--- src/rtl/ssm_scan_ctrl_if.sv ---
// Bundle between the scan sequencer and its operand/result memories and datapath.
// Latency: none, wires only.
// Backpressure: tile_ready_i stalls tile issue; results are never backpressured.
interface ssm_scan_ctrl_if #(
  parameter int H      = 24,
  parameter int P      = 64,
  parameter int N      = 128,
  parameter int N_TILE = 16,
  parameter int DW     = 16
);
  localparam int TILES = N / N_TILE;
  localparam int HW    = $clog2(H);
  localparam int PW    = $clog2(P);
  localparam int TW    = (TILES > 1) ? $clog2(TILES) : 1;
  localparam int IW    = $clog2(H * P);

  logic          start_i;
  logic          busy_o;
  logic          done_o;
  logic          err_o;
  logic [HW-1:0] h_idx_o;
  logic [PW-1:0] p_idx_o;
  logic [TW-1:0] tile_idx_o;
  logic          tile_valid_o;
  logic          tile_ready_i;
  logic          y_valid_i;
  logic [DW-1:0] y_i;
  logic          y_we_o;
  logic [IW-1:0] y_addr_o;
  logic [DW-1:0] y_data_o;

  modport master (
    input  start_i, tile_ready_i, y_valid_i, y_i,
    output busy_o, done_o, err_o, h_idx_o, p_idx_o, tile_idx_o, tile_valid_o,
           y_we_o, y_addr_o, y_data_o
  );

  modport slave (
    output start_i, tile_ready_i, y_valid_i, y_i,
    input  busy_o, done_o, err_o, h_idx_o, p_idx_o, tile_idx_o, tile_valid_o,
           y_we_o, y_addr_o, y_data_o
  );
endinterface

--- src/rtl/ssm_scan_ctrl.sv ---
// Walks all (h,p) pairs issuing TILES state tiles each, and writes returned results to h*P+p.
// Latency: tile 0 one cycle after start; result write one cycle after y_valid_i.
// Backpressure: indices hold while tile_ready_i=0; new pairs throttled when DEPTH pairs are in flight.
module ssm_scan_ctrl #(
  parameter int H      = 24,
  parameter int P      = 64,
  parameter int N      = 128,
  parameter int N_TILE = 16,
  parameter int DW     = 16,
  parameter int DEPTH  = 8
) (
  input logic             clk,
  input logic             rst,
  ssm_scan_ctrl_if.master bus
);
  localparam int TILES = N / N_TILE;
  localparam int HW    = $clog2(H);
  localparam int PW    = $clog2(P);
  localparam int TW    = (TILES > 1) ? $clog2(TILES) : 1;
  localparam int IW    = $clog2(H * P);
  localparam int AW    = (DEPTH > 1) ? $clog2(DEPTH) : 1;
  localparam int CW    = $clog2(DEPTH) + 1;

  localparam logic [1:0] S_IDLE  = 2'd0;
  localparam logic [1:0] S_ISSUE = 2'd1;
  localparam logic [1:0] S_DRAIN = 2'd2;
  localparam logic [1:0] S_DONE  = 2'd3;

  logic [1:0]    state;
  logic [HW-1:0] h;
  logic [PW-1:0] p;
  logic [TW-1:0] t;
  logic [IW-1:0] idx_mem [DEPTH];
  logic [AW-1:0] wptr;
  logic [AW-1:0] rptr;
  logic [CW-1:0] count;
  logic          err;
  logic          we;
  logic [IW-1:0] addr;
  logic [DW-1:0] data;

  logic          tile_valid;
  logic          fire;
  logic          last_tile;
  logic          last_p;
  logic          last_h;
  logic          push;
  logic          pop;
  logic          fifo_empty;
  logic [IW-1:0] pair_idx;

  assign fifo_empty = (count == '0);
  // A new pair may not start while the index FIFO is full; mid-pair tiles always flow.
  assign tile_valid = (state == S_ISSUE) && !((t == '0) && (count == CW'(DEPTH)));
  assign fire       = tile_valid && bus.tile_ready_i;
  assign last_tile  = (t == TW'(TILES - 1));
  assign last_p     = (p == PW'(P - 1));
  assign last_h     = (h == HW'(H - 1));
  assign push       = fire && last_tile;
  assign pop        = bus.y_valid_i && !fifo_empty;
  assign pair_idx   = IW'(h) * IW'(P) + IW'(p);

  // Scan state: issue all tiles, drain outstanding results, pulse done.
  always_ff @(posedge clk) begin
    if (rst) begin
      state <= S_IDLE;
    end else begin
      case (state)
        S_IDLE:  if (bus.start_i) state <= S_ISSUE;
        S_ISSUE: if (push && last_p && last_h) state <= S_DRAIN;
        S_DRAIN: if (fifo_empty && !pop) state <= S_DONE;
        S_DONE:  state <= S_IDLE;
        default: state <= S_IDLE;
      endcase
    end
  end

  // Tile/pair walk, h outer, p inner; advances only on a handshake.
  always_ff @(posedge clk) begin
    if (rst) begin
      h <= '0;
      p <= '0;
      t <= '0;
    end else if (state == S_IDLE && bus.start_i) begin
      h <= '0;
      p <= '0;
      t <= '0;
    end else if (fire) begin
      if (last_tile) begin
        t <= '0;
        if (last_p) begin
          p <= '0;
          h <= last_h ? '0 : h + HW'(1);
        end else begin
          p <= p + PW'(1);
        end
      end else begin
        t <= t + TW'(1);
      end
    end
  end

  // Index FIFO storage, written with the pair address when its last tile leaves.
  always_ff @(posedge clk) begin
    if (push) idx_mem[wptr] <= pair_idx;
  end

  // Index FIFO pointers and occupancy; simultaneous push and pop leave count unchanged.
  always_ff @(posedge clk) begin
    if (rst) begin
      wptr  <= '0;
      rptr  <= '0;
      count <= '0;
    end else begin
      if (push) wptr <= (wptr == AW'(DEPTH - 1)) ? '0 : wptr + AW'(1);
      if (pop)  rptr <= (rptr == AW'(DEPTH - 1)) ? '0 : rptr + AW'(1);
      case ({push, pop})
        2'b10:   count <= count + CW'(1);
        2'b01:   count <= count - CW'(1);
        default: count <= count;
      endcase
    end
  end

  // Registered result write; a result with nothing in flight is flagged instead.
  always_ff @(posedge clk) begin
    if (rst) begin
      we   <= 1'b0;
      addr <= '0;
      data <= '0;
      err  <= 1'b0;
    end else begin
      we <= pop;
      if (pop) begin
        addr <= idx_mem[rptr];
        data <= bus.y_i;
      end
      if (bus.y_valid_i && fifo_empty) err <= 1'b1;
    end
  end

  assign bus.busy_o       = (state != S_IDLE);
  assign bus.done_o       = (state == S_DONE);
  assign bus.err_o        = err;
  assign bus.h_idx_o      = h;
  assign bus.p_idx_o      = p;
  assign bus.tile_idx_o   = t;
  assign bus.tile_valid_o = tile_valid;
  assign bus.y_we_o       = we;
  assign bus.y_addr_o     = addr;
  assign bus.y_data_o     = data;
endmodule

--- src/flat_wrapper.sv ---
// flat-port wrapper written by rule: the top's interface ports become plain ports
module ssm_scan_ctrl_flat 
#(
  parameter int H      = 24,
  parameter int P      = 64,
  parameter int N      = 128,
  parameter int N_TILE = 16,
  parameter int DW     = 16,
  parameter int DEPTH  = 8
)
  (clk, rst, bus_start_i, bus_tile_ready_i, bus_y_valid_i, bus_y_i, bus_busy_o, bus_done_o, bus_err_o, bus_h_idx_o, bus_p_idx_o, bus_tile_idx_o, bus_tile_valid_o, bus_y_we_o, bus_y_addr_o, bus_y_data_o);
  ssm_scan_ctrl_if #(.H(H), .P(P), .N(N), .N_TILE(N_TILE), .DW(DW)) bus_i ();
  input logic clk;
  input logic rst;
  input wire logic [$bits(bus_i.start_i)-1:0] bus_start_i;
  input wire logic [$bits(bus_i.tile_ready_i)-1:0] bus_tile_ready_i;
  input wire logic [$bits(bus_i.y_valid_i)-1:0] bus_y_valid_i;
  input wire logic [$bits(bus_i.y_i)-1:0] bus_y_i;
  output wire logic [$bits(bus_i.busy_o)-1:0] bus_busy_o;
  output wire logic [$bits(bus_i.done_o)-1:0] bus_done_o;
  output wire logic [$bits(bus_i.err_o)-1:0] bus_err_o;
  output wire logic [$bits(bus_i.h_idx_o)-1:0] bus_h_idx_o;
  output wire logic [$bits(bus_i.p_idx_o)-1:0] bus_p_idx_o;
  output wire logic [$bits(bus_i.tile_idx_o)-1:0] bus_tile_idx_o;
  output wire logic [$bits(bus_i.tile_valid_o)-1:0] bus_tile_valid_o;
  output wire logic [$bits(bus_i.y_we_o)-1:0] bus_y_we_o;
  output wire logic [$bits(bus_i.y_addr_o)-1:0] bus_y_addr_o;
  output wire logic [$bits(bus_i.y_data_o)-1:0] bus_y_data_o;
  assign bus_i.start_i = bus_start_i;
  assign bus_i.tile_ready_i = bus_tile_ready_i;
  assign bus_i.y_valid_i = bus_y_valid_i;
  assign bus_i.y_i = bus_y_i;
  assign bus_busy_o = bus_i.busy_o;
  assign bus_done_o = bus_i.done_o;
  assign bus_err_o = bus_i.err_o;
  assign bus_h_idx_o = bus_i.h_idx_o;
  assign bus_p_idx_o = bus_i.p_idx_o;
  assign bus_tile_idx_o = bus_i.tile_idx_o;
  assign bus_tile_valid_o = bus_i.tile_valid_o;
  assign bus_y_we_o = bus_i.y_we_o;
  assign bus_y_addr_o = bus_i.y_addr_o;
  assign bus_y_data_o = bus_i.y_data_o;
  ssm_scan_ctrl #(.H(H), .P(P), .N(N), .N_TILE(N_TILE), .DW(DW), .DEPTH(DEPTH)) u_core (.clk(clk), .rst(rst), .bus(bus_i));
endmodule
--- config.mk ---
export PLATFORM = sky130hd
export DESIGN_NAME = ssm_scan_ctrl_flat
export DESIGN_NICKNAME = d
export VERILOG_FILES = /design/src/rtl/ssm_scan_ctrl_if.sv /design/src/rtl/ssm_scan_ctrl.sv /design/src/flat_wrapper.sv
export SDC_FILE = /design/constraint.sdc
export NUM_CORES = 1
export LEC_CHECK = 0
export ABC_AREA = 1
export CAP_MARGIN = 20
export CORE_ASPECT_RATIO = 1.1
export CORE_MARGIN = 5
export CORE_UTILIZATION = 60
export CTS_CLUSTER_DIAMETER = 50
export DETAILED_ROUTE_END_ITERATION = 6
export MAX_ROUTING_LAYER = met4
export PLACE_DENSITY = 0.84
export SLEW_MARGIN = 0
export SYNTH_ARGS = -nofsm -noshare
export SYNTH_HDL_FRONTEND = slang
export SYNTH_SLANG_ARGS = --single-unit
--- constraint.sdc ---
create_clock -name clk -period 3.2 [get_ports clk]
set_input_delay 0.64 -clock clk [delete_from_list [all_inputs] [get_ports clk]]
set_output_delay 0.64 -clock clk [all_outputs]
set_load 0.01 [all_outputs]
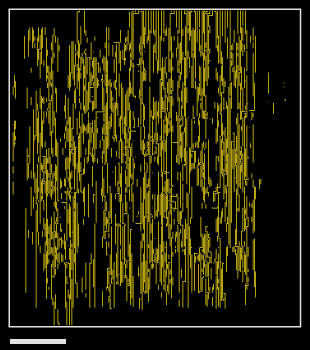
Run 1: signal wires on met2
Scale bar: 20 µm.
longest straight run = 63.6 µm
share of all routed wire = 53%
wire length on this layer = 7570 µm
main direction = vertical
nets with wire on the layer = 586
via count: 4617
GR Util met2: 43.0%
WL final: 14300 µm

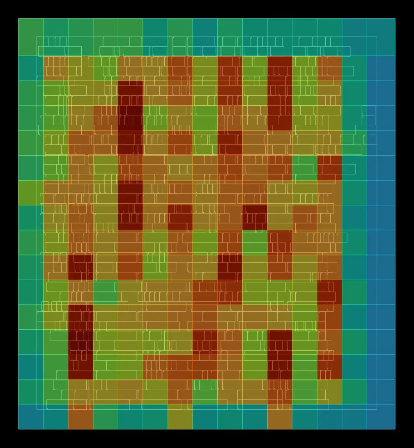
Run 1: track usage over the die
met1 usage: 28.7%
grt met3 use: 4.81%

==> reports/metrics.cfg, run 1 <==
[logic_synthesis]
top_cell_area_share_pct=44.9
synth.most_common_cell=nor2_1
common_cells=nor2_1 (122), o21ai_0 (96), edfxtp_1 (88)
synth.distinct_cells=30
synth_area_per_cell_um2=10.3
synthArstFlopShare_pct=0
yosysTopAreaCell=edfxtp_1
ys_chip_area_um2=5880
syn_inst=571
synthAoiAreaFrac_pct=13.6
area_leaders=edfxtp_1 (45%), dfxtp_1 (19%), o21ai_0 (8.2%)
yosys_cells=571
simple_gate_share_pct=14.1
synth_area_um2=5880
edf_count=88
topCombFamilyByArea=simple AND/OR/NAND/NOR gates

[layout]
drive_gt1_share_pct=8.83
fill_cells=592
fin_nets=682
lay_top_cells=nor2_1 (122), o21ai_0 (96), edfxtp_1 (88), clkdlybuf4s50_1 (66), dfxtp_1 (55)
syn_to_final_growth_pct=24.3
layout_top_cell=nor2_1
final_area_um2=7310

[clock_tree]
ctsHtreeMaxLevel=4
cts-root-buf=clkbuf_8
clock_latency_ns=0.54
post-cts-setup-buffer-count=0
cts_hold_buffers=0
cts_buffers=17

[global_route]
antenna_found_initial=0
first_global_vias=4557
overflow=0
grt_start_max_net_pins=46

[timing]
setup_slack_ns=0.524
setup_tns_ns=0
layout_min_cycle_time_ns=2.68
period_used_pct=83.6
final.setup_skew_ns=0.0108
hold_violations=0
fmax_mhz=374
rsz0062_at_grt=no
setup-violations-final=0

[pwr]
p_switching_mw=1.80
p_int_mw=4.11
power_density_nw_per_um2=809
p_seq_share_pct=39.1
switching_share_pct=30.5

[worst_setup_path]
reg2reg_slack_ns=0.84
worst_setup_path_end_kind=output pin
reg2reg_depth=13
required_ns=2.56
crit_start=u_core.bus.tile_idx_o[0]$_SDFFE_PP0N_
worst-setup-path-type=flop to output pin
rr_startpoint=u_core.bus.tile_idx_o[0]$_SDFFE_PP0N_
worstReg2RegEnd=u_core.count[2]$_SDFFE_PP0P_
crit_end=bus_tile_valid_o

[floorplan]
chipArea_um2=11900
design.portCount=67
core_um2=9750
rows=38

[place]
post-place-ws_ns=0.654
placed_cell_area_um2=6670
port_buffers=66
hpwl_um=8960
dpl.cell_count=745
gp_congestion=0.869

[status]
status=completed

[drt]
ant_nets=0
drt-pass1-iter-count=5
route.detailed.drc=0
drt_iter0_drc=375

[min_path]
hold_path_depth=2

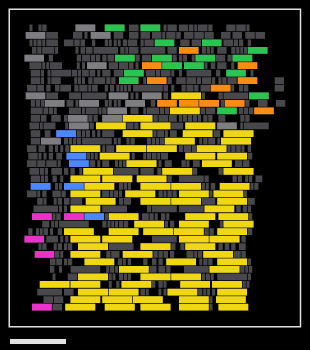
Run 1: sequential cells colored by netlist name
Scale bar: 20 µm.
u_core.bus.y_addr_o -> orange  # sequential cells 11
u_core.idx_mem -> yellow  # sequential cells 88
u_core.bus.h_idx_o -> magenta  # sequential cells 5, where bottom left
u_core.bus.p_idx_o -> blue  # sequential cells 6, where left middle
u_core.bus.y_data_o -> green  # sequential cells 16
not colored = 17
Seq/total area: 51.2%
storage element area: 3740 µm²
fin util: 75.0%
Seq group: 2.31 mW

## run 1: sequential cells by signal, summed over array words and instances (netlist names)
| name | count |
|---|---|
| u_core.bus.y_we_o | 1 |
| u_core.bus.y_addr_o | 11 |
| u_core.bus.y_data_o | 16 |
| u_core.idx_mem | 88 |
| u_core.state | 2 |
| u_core.bus.err_o | 1 |
| u_core.count | 4 |
| u_core.wptr | 3 |
| u_core.bus.tile_idx_o | 3 |
| u_core.bus.p_idx_o | 6 |
| u_core.rptr | 3 |
| u_core.bus.h_idx_o | 5 |
## run 1: critical path, stage by stage (launching register included)
cell and delay [ns]:
dfxtp_1 0.37, inv_1 0.09, ha_1 0.20, nand3_1 0.12, nor2_4 0.07, nor2_8 0.10
clkdlybuf4s50_1 0.55
## run 1: cell families (layout without fill, tap and decap cells)
family | Yosys count | in the layout
and+or+nand+nor | 194 | 194
AOI/OAI and AO/OA | 153 | 153
adders and majority gates | 17 | 17
buffers and inverters | 59 | 145
DFF | 143 | 143
xor gates and xnor gates | 5 | 5
## run 1: power groups by stage
stage	clock, mW	combinational [mW]	sequential, mW
floorplan	0	0.851	2.34
global placement	0	1.38	2.33
detailed placement	0	1.45	2.34
CTS	2.13	1.49	2.31
global route	2.23	1.63	2.34
finish	2.12	1.48	2.31
## run 1: area by class of cell
class,instances,area [µm²],area share (%)
Timing Repair Buffer,81,773,10.6
Multi-Input combinational cell,369,1890,25.8
Clock inverter,14,213,2.91
Sequential cell,143,3740,51.2
Inverter,32,120,1.64
Clock buffer,18,428,5.85
Tap cell,120,150,2.05
## run 1: metal layers
metal	part of all wire, %	vias to the layer above	wire length, µm	global-route usage (%)
met5	0	-	0	-
met3	6.4	37	921	4.81
li1	-	2127	-	-
met2	53	225	7570	43.0
met4	2.8	0	397	12.1
met1	38	2228	5430	28.7
Run 1, gate-type map:
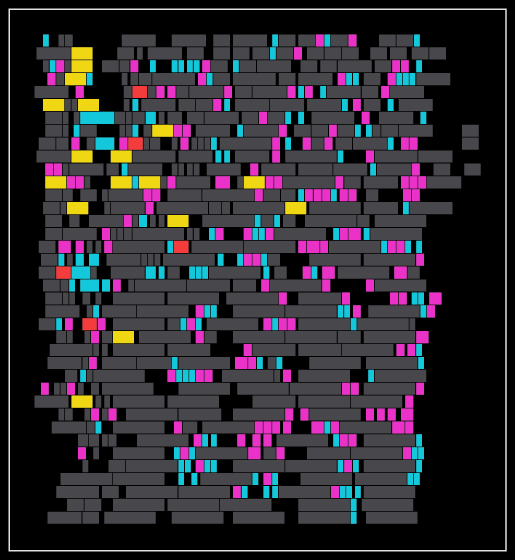

--- run 2 (diff from run 1) ---
- CORE_UTILIZATION: 60 -> 50
- PLACE_DENSITY: 0.84 -> 0.75
- clock period: 3.2 -> 2.45 ns (I/O delays scaled with it)
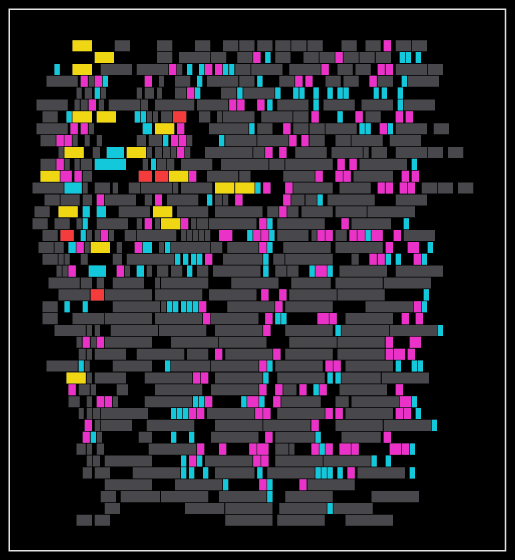
Run 2: gate-type map
xor and xnor cells -> red  # cells 5
aoi and oai cells -> magenta  # cells 153, where widely spread
nor cells -> cyan  # cells 132, where widely spread
fa/ha/maj cells -> yellow  # cells 17
post-layout instance count excluding filler cells: 815
fraction of area in multi-input gates: 25.5%
Commonest Layout Cell: nor2_1

==> run 2 against run 1 <==
Clock power increased by 23%. Critical path depth decreased by 2. Synthesized cell count unchanged. Register-to-register slack got worse by 0.54 ns. Final cell count increased by 4.9%. Die size increased by 18%. Highest routed layer unchanged. Final area increased by 1.3%. First-iteration DRC count decreased by 2.1%. Wire length decreased by 8.3%. Sequential cell count unchanged. Combinational power increased by 36%. Global-route usage decreased by 5.1 points.
==> reports/metrics.cfg, run 2 <==
[logic_synthesis]
common_cells=nor2_1 (122), o21ai_0 (96), edfxtp_1 (88)
syn_inst=571
yosys_cells=571
top_cell_area_share_pct=44.9
edf_count=88
synthAoiAreaFrac_pct=13.6
area_leaders=edfxtp_1 (45%), dfxtp_1 (19%), o21ai_0 (8.2%)
ys_chip_area_um2=5880
topCombFamilyByArea=simple AND/OR/NAND/NOR gates
yosysTopAreaCell=edfxtp_1
synth_area_per_cell_um2=10.3
synthArstFlopShare_pct=0
simple_gate_share_pct=14.1
yosys-mux-area-fraction_pct=0
synth.most_common_cell=nor2_1
synth_area_um2=5880

[worst_setup_path]
rr_startpoint=u_core.bus.tile_idx_o[0]$_SDFFE_PP0N_
crit_start=u_core.state[0]$_SDFFE_PP0P_
required_ns=1.96
worst-setup-path-type=flop to output pin
worst_setup_path_end_kind=output pin

[drt]
vias=4370
route.detailed.drc=0
drt-pass1-iter-count=5
wl_met2_um=6810
ant_nets=0
routed.top_layer=met4
wirelength_um=13100
drt_iter0_drc=367

[timing]
setup_tns_ns=0
setup-violations-final=0
final.setup_skew_ns=0.00891
fmax_mhz=450
setup_slack_ns=0.229
layout_min_cycle_time_ns=2.22
period_used_pct=90.7
hold_violations=0

[clock_tree]
ctsHtreeMaxLevel=4
cts-root-buf=clkbuf_16
post-cts-setup-buffer-count=0
cts_buffers=17
clock_latency_ns=0.42
clockBufferDepth=2
cts_hold_buffers=0

[pwr]
p_leak_nw=2.55
power_density_nw_per_um2=1020

[layout]
lay_top_cells=nor2_1 (122), o21ai_0 (96), edfxtp_1 (88), clkdlybuf4s50_1 (65), dfxtp_1 (55)
syn_to_final_growth_pct=25.9
largest_reg_flops=88
drive_gt1_share_pct=9.77
regMostFlops=u_core.idx_mem
fin_nets=690

[global_route]
grt_use_met3_pct=4.47
antenna_found_initial=0
met1_usage_pct=23.4
grt_util_met2_pct=33.3
overflow=0
grt_start_max_net_pins=47

[floorplan]
rows=41
design.portCount=67
die-width_um=113
chipArea_um2=14000
core_um2=11500

[place]
hpwl_um=8830
post-place-ws_ns=0.152
port_buffers=66
gp_congestion=0.847

[status]
status=completed

==> run 2: timing repair <==
action,CTS,global route
hold endpoints to repair,0,0
resized,0,1
setup endpoints to repair,0,1
==> run 2: cell type report <==
class / count / area [µm²] / share of cell area [%]
Tap cell: 150 / 188 / 2.53
Sequential cell: 143 / 3740 / 50.5
Clock buffer: 22 / 497 / 6.71
Clock inverter: 10 / 125 / 1.69
Inverter: 32 / 120 / 1.62
Multi-Input combinational cell: 369 / 1890 / 25.5
Timing Repair Buffer: 89 / 848 / 11.5
==> run 2: critical path, cell delays in order (launching register included) <==
cell and delay, ns:
dfxtp_1 0.38, inv_1 0.10, ha_1 0.22, inv_1 0.07, clkdlybuf4s50_1 0.54
==> run 2: path summary, 6_finish.rpt <==
path / slack, ns / cells past startpoint / endpoint
worst max-delay path: 0.23 / 4 / bus_busy_o
worst min-delay path: 0.46 / 2 / u_core.bus.err_o$_SDFFE_PP0P_
worst max register to register: 0.30 / 13 / u_core.count[2]$_SDFFE_PP0P_
worst min register to register: 0.46 / 2 / u_core.bus.err_o$_SDFFE_PP0P_
==> run 2: power by group <==
group / leakage, nW / total (mW) / internal, mW / switching, mW
Combinational: 1.07 / 2.01 / 0.838 / 1.17
Sequential: 1.18 / 2.94 / 2.78 / 0.158
Clock: 0.301 / 2.61 / 1.66 / 0.954
Total: 2.55 / 7.56 / 5.28 / 2.28
==> run 2: kinds of logic after synthesis <==
family,count (synthesis)
AND/OR/NAND/NOR,194
adder cells (fa/ha/maj),17
XOR/XNOR,5
AND-OR/OR-AND,153
flip-flops,143
buffers and inverters,59
==> run 2: metrics by stage <==
stage | util [%] | area [µm²]
after floorplan | - | 5880
after global routing | 64.5 | 7410
final | 64.5 | 7410
after detailed placement | 59.0 | 6780
after global placement | 59.0 | 6780
after CTS | 64.4 | 7400
No activity file was given, so power comes from the tool's default toggle rates.
